<file path="src/rtl/keypad_scanner.sv">
// 3x4 matrix keypad scanner: drives one column low per slot, debounces each key
// independently and reports press events with the code of the pressed key.
module keypad_scanner #(
  parameter int SCAN_DIV     = 1000,
  parameter int DEBOUNCE_CNT = 5
) (
  input  logic       CLK,
  input  logic       RESETN,
  input  logic [3:0] KEY_ROW,
  output logic [2:0] KEY_COL,
  output logic [9:0] KEY,
  output logic       KEY_STAR,
  output logic       KEY_HASH,
  output logic       KEY_PRESS,
  output logic [3:0] KEY_CODE
);

  localparam logic [15:0] DIV_LAST   = 16'(SCAN_DIV - 1);
  localparam logic [3:0]  DEB_TARGET = 4'(DEBOUNCE_CNT);

  logic [3:0]  row_meta;
  logic [3:0]  row_sync;
  logic [15:0] div_cnt;
  logic [1:0]  col_idx;
  logic        sample;

  // Debounce state indexed by key code: 0..9 digits, 10 '*', 11 '#'.
  logic [11:0] deb;
  logic [11:0] deb_nxt;
  logic [11:0] rise;
  logic [3:0]  cnt     [12];
  logic [3:0]  cnt_nxt [12];
  logic [3:0]  low_code;

  function automatic logic [3:0] key_code(input logic [1:0] row, input logic [1:0] col);
    case (row)
      2'd0:    key_code = 4'd1 + {2'b00, col};
      2'd1:    key_code = 4'd4 + {2'b00, col};
      2'd2:    key_code = 4'd7 + {2'b00, col};
      default: begin
        case (col)
          2'd0:    key_code = 4'd10;
          2'd1:    key_code = 4'd0;
          default: key_code = 4'd11;
        endcase
      end
    endcase
  endfunction

  assign sample  = (div_cnt == DIV_LAST);
  assign KEY_COL = ~(3'b001 << col_idx);

  always_ff @(posedge CLK or negedge RESETN) begin
    if (!RESETN) begin
      row_meta <= 4'hF;
      row_sync <= 4'hF;
    end else begin
      row_meta <= KEY_ROW;
      row_sync <= row_meta;
    end
  end

  always_ff @(posedge CLK or negedge RESETN) begin
    if (!RESETN) begin
      div_cnt <= '0;
      col_idx <= '0;
    end else if (sample) begin
      div_cnt <= '0;
      col_idx <= (col_idx == 2'd2) ? 2'd0 : col_idx + 2'd1;
    end else begin
      div_cnt <= div_cnt + 16'd1;
    end
  end

  // Only the four keys of the driven column are touched at the end of its slot.
  always_comb begin
    logic [3:0] k;
    logic       raw;
    k       = '0;
    raw     = 1'b0;
    deb_nxt = deb;
    rise    = '0;
    for (int i = 0; i < 12; i++) cnt_nxt[i] = cnt[i];
    if (sample) begin
      for (int r = 0; r < 4; r++) begin
        k   = key_code(2'(r), col_idx);
        raw = ~row_sync[r];
        if (raw == deb[k]) begin
          cnt_nxt[k] = '0;
        end else if (cnt[k] + 4'd1 == DEB_TARGET) begin
          deb_nxt[k] = raw;
          cnt_nxt[k] = '0;
          rise[k]    = raw;
        end else begin
          cnt_nxt[k] = cnt[k] + 4'd1;
        end
      end
    end
  end

  always_comb begin
    low_code = '0;
    for (int i = 11; i >= 0; i--) begin
      if (rise[i]) low_code = 4'(i);
    end
  end

  always_ff @(posedge CLK or negedge RESETN) begin
    if (!RESETN) begin
      deb       <= '0;
      for (int i = 0; i < 12; i++) cnt[i] <= '0;
      KEY       <= '0;
      KEY_STAR  <= 1'b0;
      KEY_HASH  <= 1'b0;
      KEY_PRESS <= 1'b0;
      KEY_CODE  <= '0;
    end else begin
      deb       <= deb_nxt;
      cnt       <= cnt_nxt;
      KEY       <= deb_nxt[9:0];
      KEY_STAR  <= deb_nxt[10];
      KEY_HASH  <= deb_nxt[11];
      KEY_PRESS <= |rise;
      if (|rise) KEY_CODE <= low_code;
    end
  end

endmodule
</file>
<file path="config.mk">
export PLATFORM = sky130hd
export DESIGN_NAME = keypad_scanner
export DESIGN_NICKNAME = d
export VERILOG_FILES = /design/src/rtl/keypad_scanner.sv
export SDC_FILE = /design/constraint.sdc
export NUM_CORES = 1
export LEC_CHECK = 0
export CORE_MARGIN = 2
export CORE_UTILIZATION = 50
export DETAILED_ROUTE_END_ITERATION = 12
export PLACE_DENSITY = 0.68
export SLEW_MARGIN = 40
export SYNTH_ARGS = -nofsm -noshare
export SYNTH_HDL_FRONTEND = slang
export SYNTH_SLANG_ARGS = --single-unit
</file>
<file path="constraint.sdc">
create_clock -name CLK -period 5.75 [get_ports CLK]
set_input_delay 1.15 -clock CLK [delete_from_list [all_inputs] [get_ports CLK]]
set_output_delay 1.15 -clock CLK [all_outputs]
set_load 0.05 [all_outputs]
</file>
Fig. 1: pin map
Scale: 2 px per um. Pins as bars across the die edge, other pins in grey.
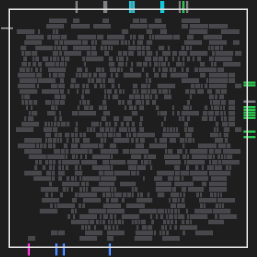
- green: `KEY` (pins 10; direction output; edge 9 right, 1 top)
- blue: `KEY_COL` (pins 3; direction output; edge bottom)
- magenta: `RESETN` (pins 1; direction input; edge bottom)
- cyan: `KEY_CODE` (pins 4; direction output; edge top)
- all pins by edge: 11 top, 10 right, 4 bottom, 1 left
die height: 118 um
Die Span X: 118 um
IO Port Bufs: 25

Fig. 2: placed cells, one colour a class
Scale: 3 px per um. Fill, decap, tap and diode cells in grey.
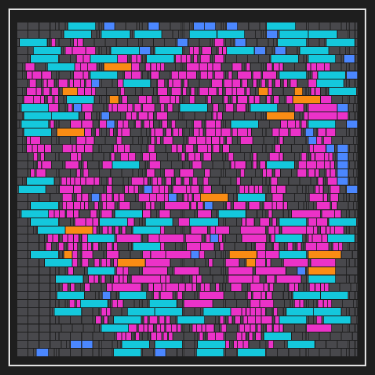
- blue: other buffers and delay cells (cells 40)
- cyan: flops (cells 91)
- orange: clock drivers and dummy loads (cells 16)
- magenta: combinational and other logic (cells 617)

Fig. 3: clock nets
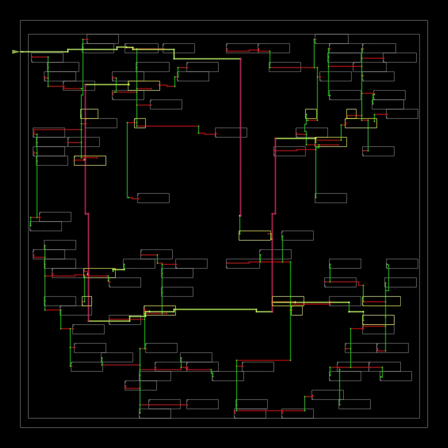
Worst Skew: 0.0101 ns
Flops: 91
Clock Latency Late Sink: 0.36 ns
P_clk: 0.627 mW
clock sink count: 91

==> ci_impl_report.md <==
## PnR job results

| Metric | Value |
|---|---|
| Psw | `between 0.2 and 0.3 mW` |
| Pins over their slew limit | `0` |
| Ys cells | `approximately 750` |
| Hold EP | `row_sync[1]$_DFF_PN1_` |
| Dominant register cell | `dfrtp_1` |
| Final setup fails | `0` |
| Post-route DRC | `0` |
| Leakage | `between 2 and 3 nW` |
| Run status | `complete, no violations` |
| Boundary pin count | `26` |
| Syn Std Cell Area | `0.00653 sq mm` |
| Reg2Reg Depth | `15` |
| Pwr/cell area | `roughly 180 mW/mm^2` |
| Worst-Margin Slew | `0.813 ns` |
| HPWL after detailed placement | `about 15000 um` |
| Initial DRC Count | `between 800 and 900` |
| Post-synth ARST share | `1.00` |
| Syn Inst Count | `between 700 and 800` |
| Final GP Congestion | `between 0.9 and 1` |
| Rel. slew slack | `0.458` |
| Max Root-Sink Buffers | `2` |
| GRT Total Usage | `0.314` |
| Endpoints failing hold | `0` |
| Critical Path End Type | `flop` |
| Synth Net Count | `roughly 770` |
| First-pass GRT wire length | `~34000 um` |
| Final nets | `between 700 and 800` |
| Internal | `between 1 and 1.5 mW` |
| Crit path launch | `col_idx[0]$_DFFE_PN0N_` |
| Final Total Pwr | `about 1.3 mW` |
==> power groups by stage <==
stage | sequential [mW] | combinational [mW] | clock, mW
2_1_floorplan | 0.659 | 0.00868 | 0
3_3_place_gp | 0.661 | 0.0271 | 0
3_5_place_dp | 0.661 | 0.0279 | 0
4_1_cts | 0.649 | 0.0281 | 0.634
5_1_grt | 0.649 | 0.0311 | 0.661
6_report | 0.649 | 0.0276 | 0.627
==> stage by stage <==
| stage | setup WS [ns] | hold slack (ns) | cells | cell area [sq um] | util |
|---|---|---|---|---|---|
| 2_1_floorplan | 0.656 | 0.345 | 747 | 6530 | - |
| 3_3_place_gp | 0.878 | 0.346 | 920 | 6930 | 0.547 |
| 3_5_place_dp | 0.698 | 0.348 | 920 | 6940 | 0.547 |
| 4_1_cts | 0.664 | 0.356 | 936 | 7250 | 0.572 |
| 5_1_grt | 0.326 | 0.361 | 936 | 7250 | 0.573 |
| 6_report | 0.654 | 0.356 | 936 | 7250 | 0.573 |
==> synthesized netlist by cell type, types with 16 or more instances <==
cell type  number  area, sq um
o21ai_0        78          390
nor2_1         65          244
mux2i_1        17          170
nand2_1       105          394
ha_1           17          213
a21oi_1        43          215
nand3_1        38          190
dfrtp_1        83         2080
clkbuf_1       30          113
mux4_2         16          360
inv_1          22         82.6
nor3_1         17         85.1
==> registers in the layout, summed over array words and instances, names as in the netlist <==
name	cells
KEY_CODE	4
KEY_HASH	1
KEY_PRESS	1
cnt	48
col_idx	2
deb	11
div_cnt	16
row_meta	4
row_sync	4
==> kinds of logic after synthesis <==
logic type,synth area share
AND-OR/OR-AND,0.216
flip-flops,0.350
AND/OR/NAND/NOR,0.204
multiplexers,0.127
buffers and inverters,0.0414
adder cells (fa/ha/maj),0.0326
XOR/XNOR,0.0295
==> worst max-delay path, stage by stage, from the launching register on <==
cell and delay (ns):
dfrtp_2 0.36, buf_4 0.52, ha_1 0.74, inv_1 0.14, a21boi_1 0.42, inv_1 0.12
ha_1 0.24, o211ai_1 0.17, a211oi_1 0.11, a211oi_1 0.50, or4_1 0.23, o31ai_1 0.12
a311o_1 0.35, or4_4 0.57, or3b_1 0.36, nand2_1 0.06
==> layout make-up <==
type / count / area, sq um
Clock buffer: 10 / 239
Clock inverter: 6 / 71.3
Fill cell: 1174 / 5420
Inverter: 23 / 86.3
Multi-Input combinational cell: 594 / 3990
Sequential cell: 91 / 2290
Tap cell: 172 / 215
Timing Repair Buffer: 40 / 364
==> per-layer routing <==
metal / wire [um] / share of wire
met5: 0 / 0
met4: 901 / 0.042
met3: 2380 / 0.11
met2: 9910 / 0.46
met1: 8510 / 0.39
==> cell usage in the layout (no fill, tap or decap), drive strengths merged, types with 8 or more instances in the layout <==
cell / n
nand2b: 8
xnor2: 11
a21oi: 45
o211ai: 12
xor2: 11
o21ai: 81
mux4: 22
a31oi: 9
nand3: 38
inv: 25
nor2b: 8
nand2: 105
ha: 17
clkdlybuf4s50: 24
nor3: 18
dfrtp: 83
buf: 16
a211oi: 12
mux2: 9
mux2i: 19
nor2: 65
clkbuf: 10
dfstp: 8
No activity file was given, so power comes from the tool's default toggle rates.
